File: src/rtl/gcd_pkg.sv
// Shared types for the GCD core and its job driver.
package gcd_pkg;

    typedef enum logic [1:0] {
        GCD_IDLE,
        GCD_RUN,
        GCD_DONE
    } gcd_state_t;

    typedef enum logic [2:0] {
        DRV_IDLE,
        DRV_CHECK,
        DRV_ISSUE,
        DRV_WAIT,
        DRV_RESP
    } drv_state_t;

    localparam int GCD_TIMEOUT = 4096;

endpackage

File: src/rtl/gcd_driver.sv
// Job driver for the GCD core: request/response handshakes, zero-operand bypass, timeout and statistics.
module gcd_driver
    import gcd_pkg::*;
#(
    parameter int XLEN    = 32,
    parameter int CW      = 16,
    parameter int TIMEOUT = GCD_TIMEOUT
) (
    input  logic            clk_i,
    input  logic            resetn_i,
    input  logic            req_valid_i,
    output logic            req_ready_o,
    input  logic [XLEN-1:0] req_a_i,
    input  logic [XLEN-1:0] req_b_i,
    output logic            resp_valid_o,
    input  logic            resp_ready_i,
    output logic [XLEN-1:0] resp_gcd_o,
    output logic            resp_err_o,
    output logic [CW-1:0]   resp_cycles_o,
    output logic            gcd_ld_o,
    output logic [XLEN-1:0] gcd_a_o,
    output logic [XLEN-1:0] gcd_b_o,
    input  logic            gcd_ready_i,
    input  logic            gcd_valid_i,
    input  logic [XLEN-1:0] gcd_result_i,
    output logic [15:0]     jobs_done_o,
    output logic [31:0]     busy_cycles_o
);

    localparam logic [CW-1:0] TIMEOUT_C = CW'(TIMEOUT);

    drv_state_t    state_q, state_d;
    logic [CW-1:0] wait_cnt_q;
    logic          has_zero;
    logic          valid_qual;
    logic          timed_out;

    function automatic logic [CW-1:0] sat_inc(input logic [CW-1:0] c);
        return (c >= TIMEOUT_C) ? TIMEOUT_C : c + 1'b1;
    endfunction

    assign has_zero   = (gcd_a_o == '0) || (gcd_b_o == '0);
    // the first WAIT cycle can still see the done flag of the previous job
    assign valid_qual = gcd_valid_i && (wait_cnt_q != '0);
    assign timed_out  = (wait_cnt_q == TIMEOUT_C);

    always_comb begin
        state_d      = state_q;
        req_ready_o  = 1'b0;
        gcd_ld_o     = 1'b0;
        resp_valid_o = 1'b0;
        case (state_q)
            DRV_IDLE: begin
                req_ready_o = 1'b1;
                if (req_valid_i) state_d = DRV_CHECK;
            end
            DRV_CHECK: state_d = has_zero ? DRV_RESP : DRV_ISSUE;
            DRV_ISSUE: begin
                if (gcd_ready_i) begin
                    gcd_ld_o = 1'b1;
                    state_d  = DRV_WAIT;
                end
            end
            DRV_WAIT: begin
                if (valid_qual || timed_out) state_d = DRV_RESP;
            end
            DRV_RESP: begin
                resp_valid_o = 1'b1;
                if (resp_ready_i) state_d = DRV_IDLE;
            end
            default: state_d = DRV_IDLE;
        endcase
    end

    always_ff @(posedge clk_i or negedge resetn_i) begin
        if (!resetn_i) begin
            state_q       <= DRV_IDLE;
            wait_cnt_q    <= '0;
            gcd_a_o       <= '0;
            gcd_b_o       <= '0;
            resp_gcd_o    <= '0;
            resp_err_o    <= 1'b0;
            resp_cycles_o <= '0;
            jobs_done_o   <= '0;
            busy_cycles_o <= '0;
        end else begin
            state_q <= state_d;
            if (state_q != DRV_IDLE) busy_cycles_o <= busy_cycles_o + 32'd1;
            case (state_q)
                DRV_IDLE: begin
                    if (req_valid_i) begin
                        gcd_a_o <= req_a_i;
                        gcd_b_o <= req_b_i;
                    end
                end
                DRV_CHECK: begin
                    if (has_zero) begin
                        resp_gcd_o    <= gcd_a_o | gcd_b_o;
                        resp_err_o    <= 1'b0;
                        resp_cycles_o <= '0;
                    end
                end
                DRV_ISSUE: wait_cnt_q <= '0;
                DRV_WAIT: begin
                    // a qualified valid takes priority over a coincident timeout
                    if (valid_qual) begin
                        resp_gcd_o    <= gcd_result_i;
                        resp_err_o    <= 1'b0;
                        resp_cycles_o <= wait_cnt_q;
                    end else if (timed_out) begin
                        resp_gcd_o    <= '0;
                        resp_err_o    <= 1'b1;
                        resp_cycles_o <= TIMEOUT_C;
                    end
                    wait_cnt_q <= sat_inc(wait_cnt_q);
                end
                DRV_RESP: begin
                    if (resp_ready_i) jobs_done_o <= jobs_done_o + 16'd1;
                end
                default: ;
            endcase
        end
    end

endmodule

File: config.mk
export PLATFORM = sky130hd
export DESIGN_NAME = gcd_driver
export DESIGN_NICKNAME = d
export VERILOG_FILES = /design/src/rtl/gcd_pkg.sv /design/src/rtl/gcd_driver.sv
export SDC_FILE = /design/constraint.sdc
export NUM_CORES = 1
export LEC_CHECK = 0
export CORE_UTILIZATION = 50
export CTS_BUF_LIST = sky130_fd_sc_hd__clkbuf_8
export DETAILED_ROUTE_END_ITERATION = 12
export HOLD_SLACK_MARGIN = 0.08
export PLACE_DENSITY = 0.86
export SETUP_SLACK_MARGIN = 0.5
export SLEW_MARGIN = 40
export SYNTH_ARGS = -nofsm -noshare
export SYNTH_HDL_FRONTEND = slang
export SYNTH_SLANG_ARGS = --single-unit
File: constraint.sdc
create_clock -name clk_i -period 3.9 [get_ports clk_i]
set_input_delay 0.78 -clock clk_i [delete_from_list [all_inputs] [get_ports clk_i]]
set_output_delay 0.78 -clock clk_i [all_outputs]
set_load 0.02 [all_outputs]
Figure 1. M4 wires.
Supply wires on this layer in grey.
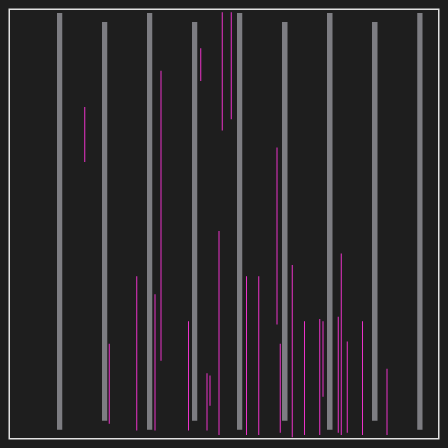
nets with wire on the layer	23
wire length on this layer	898 microns
longest straight run	87.0 microns
main direction	vertical
share of all routed wire	4.1%
DRT Wirelength: 22.0 mm
routed vias: 6259

==> summary.txt <==
Worst-Margin Slew - 0.832 ns
chip width - 129 microns
Seq power - 3130 uW
VDD IR-drop max - 0.524 mV
# Taps - 216
DRC viols - 0
DRT iter0 DRCs - 413
clock root buffer - clkbuf_8
vias in the first global route - 6261
Post-synth seq share - 55.9%
share of cells above drive strength 1 - 16.1%
Final Hold Vio Count - 0
Power, Total - 8550 uW
max-cap viol count - 0
GPL Wtd Cong - 0.870
Post-synth EDFFs - 0
grt met2 use - 45.5%
Nets - 1008
RSZ-0062 raised after global routing - false
post-CTS setup repair buffer count - 0
CP delay by family, top - buffers and inverters
yosys cell count - 634
R2R Path End - gcd_a_o[27]$_DFFE_PN0P_
Crit path buffers/inverters - 1
Clk pwr share - 15.4%
flop share of the area - 39.7%
main flop type - dfrtp_1
Top cell area share - 55.9%
FF-to-FF path depth - 5
Die Area - 16600 sq um
Non-clk bufs - 276
maximum clock path buffer count - 2
status - finished clean
comb. cell area - 3350 sq um
clk_skew - 0.0140 ns
final core occ - 71.7%
clock transition at the registers of the reported paths - 0.09 ns
Final TNS setup - 0 ns
most area-hungry cell type in the Yosys netlist - dfrtp_1
hpwl dp - 15.9 mm
Vias/cell - 5.53
Final clock-cell share - 3.67%
Commonest Layout Cell - clkdlybuf4s50_1
met1 WL - 9.04 mm
Syn Inst Count - 634
Syn Area/Cell - 12.7 sq um
initial antenna violation count - 0
CP endpoint kind - output pin
worst min path class - input port to asynchronous set/reset pin
crit share post-route - 77.8%
cts repair resizes - 0
Synth top cell by count - dfrtp_1
Area Overhead vs Synth - 40.7%
comb_multi_in - 417
CTS Hold Bufs - 0
highest clock rate - 330 MHz
I/O Pins - 266
Syn. warnings - 0
worst-path cell chain - nand2b_2, nor3b_1, clkdlybuf4s50_1
mapped cell area - 8060 sq um
mux share - 15.6%
Initial DRT Pass Iterations - 4
R2R setup slack - 1.26 ns
global-route met1 utilization - 34.9%
top cell category - flip-flops and latches
Final Setup Violations - 0
Reg power frac - 36.6%
# clock sinks - 180
yosys simple share - 12.2%
R2R Path Start - state_q[0]$_DFFE_PN0P_
AND-OR/OR-AND Cells, Area Fraction - 7.80%
average wire per standard cell - 19.5 microns
vertical die size - 129 microns
Post-synth area hogs - dfrtp_1 56%, mux2_2 8.5%, mux2_4 5.6%
Sw Ratio - 38.1%
met3 Track Usage GR - 5.90%
NonClk Buf Share - 24.4%
xor+xnor area frac - 5.21%
CP max stage delay - 0.63 ns
CP max FO - 19
fp util - 50.9%
P_comb - 4100 uW
CP Data Required Time - 3.12 ns
CTS H-tree lvls - 4
Figure 2. Layout detail.
The bar under the picture is 10 microns long. Window x 49 to 79, y 49 to 79 microns. Cells in grey, sequential cells in the stronger grey; small squares are vias.
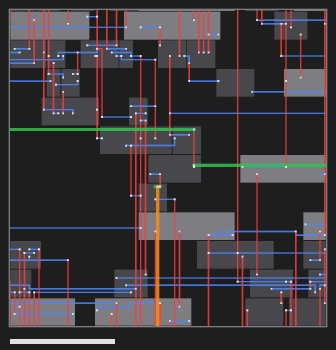
colour	layer
orange	metal 4
green	metal 3
red	metal 2
blue	metal 1
netlist names of flops here include	`gcd_b_o` (3), `state_q` (2)
sequential cells in the window	6
cells with their middle in the window	30
most frequent	dfrtp_1 (6)

No activity file was given, so power comes from the tool's default toggle rates.
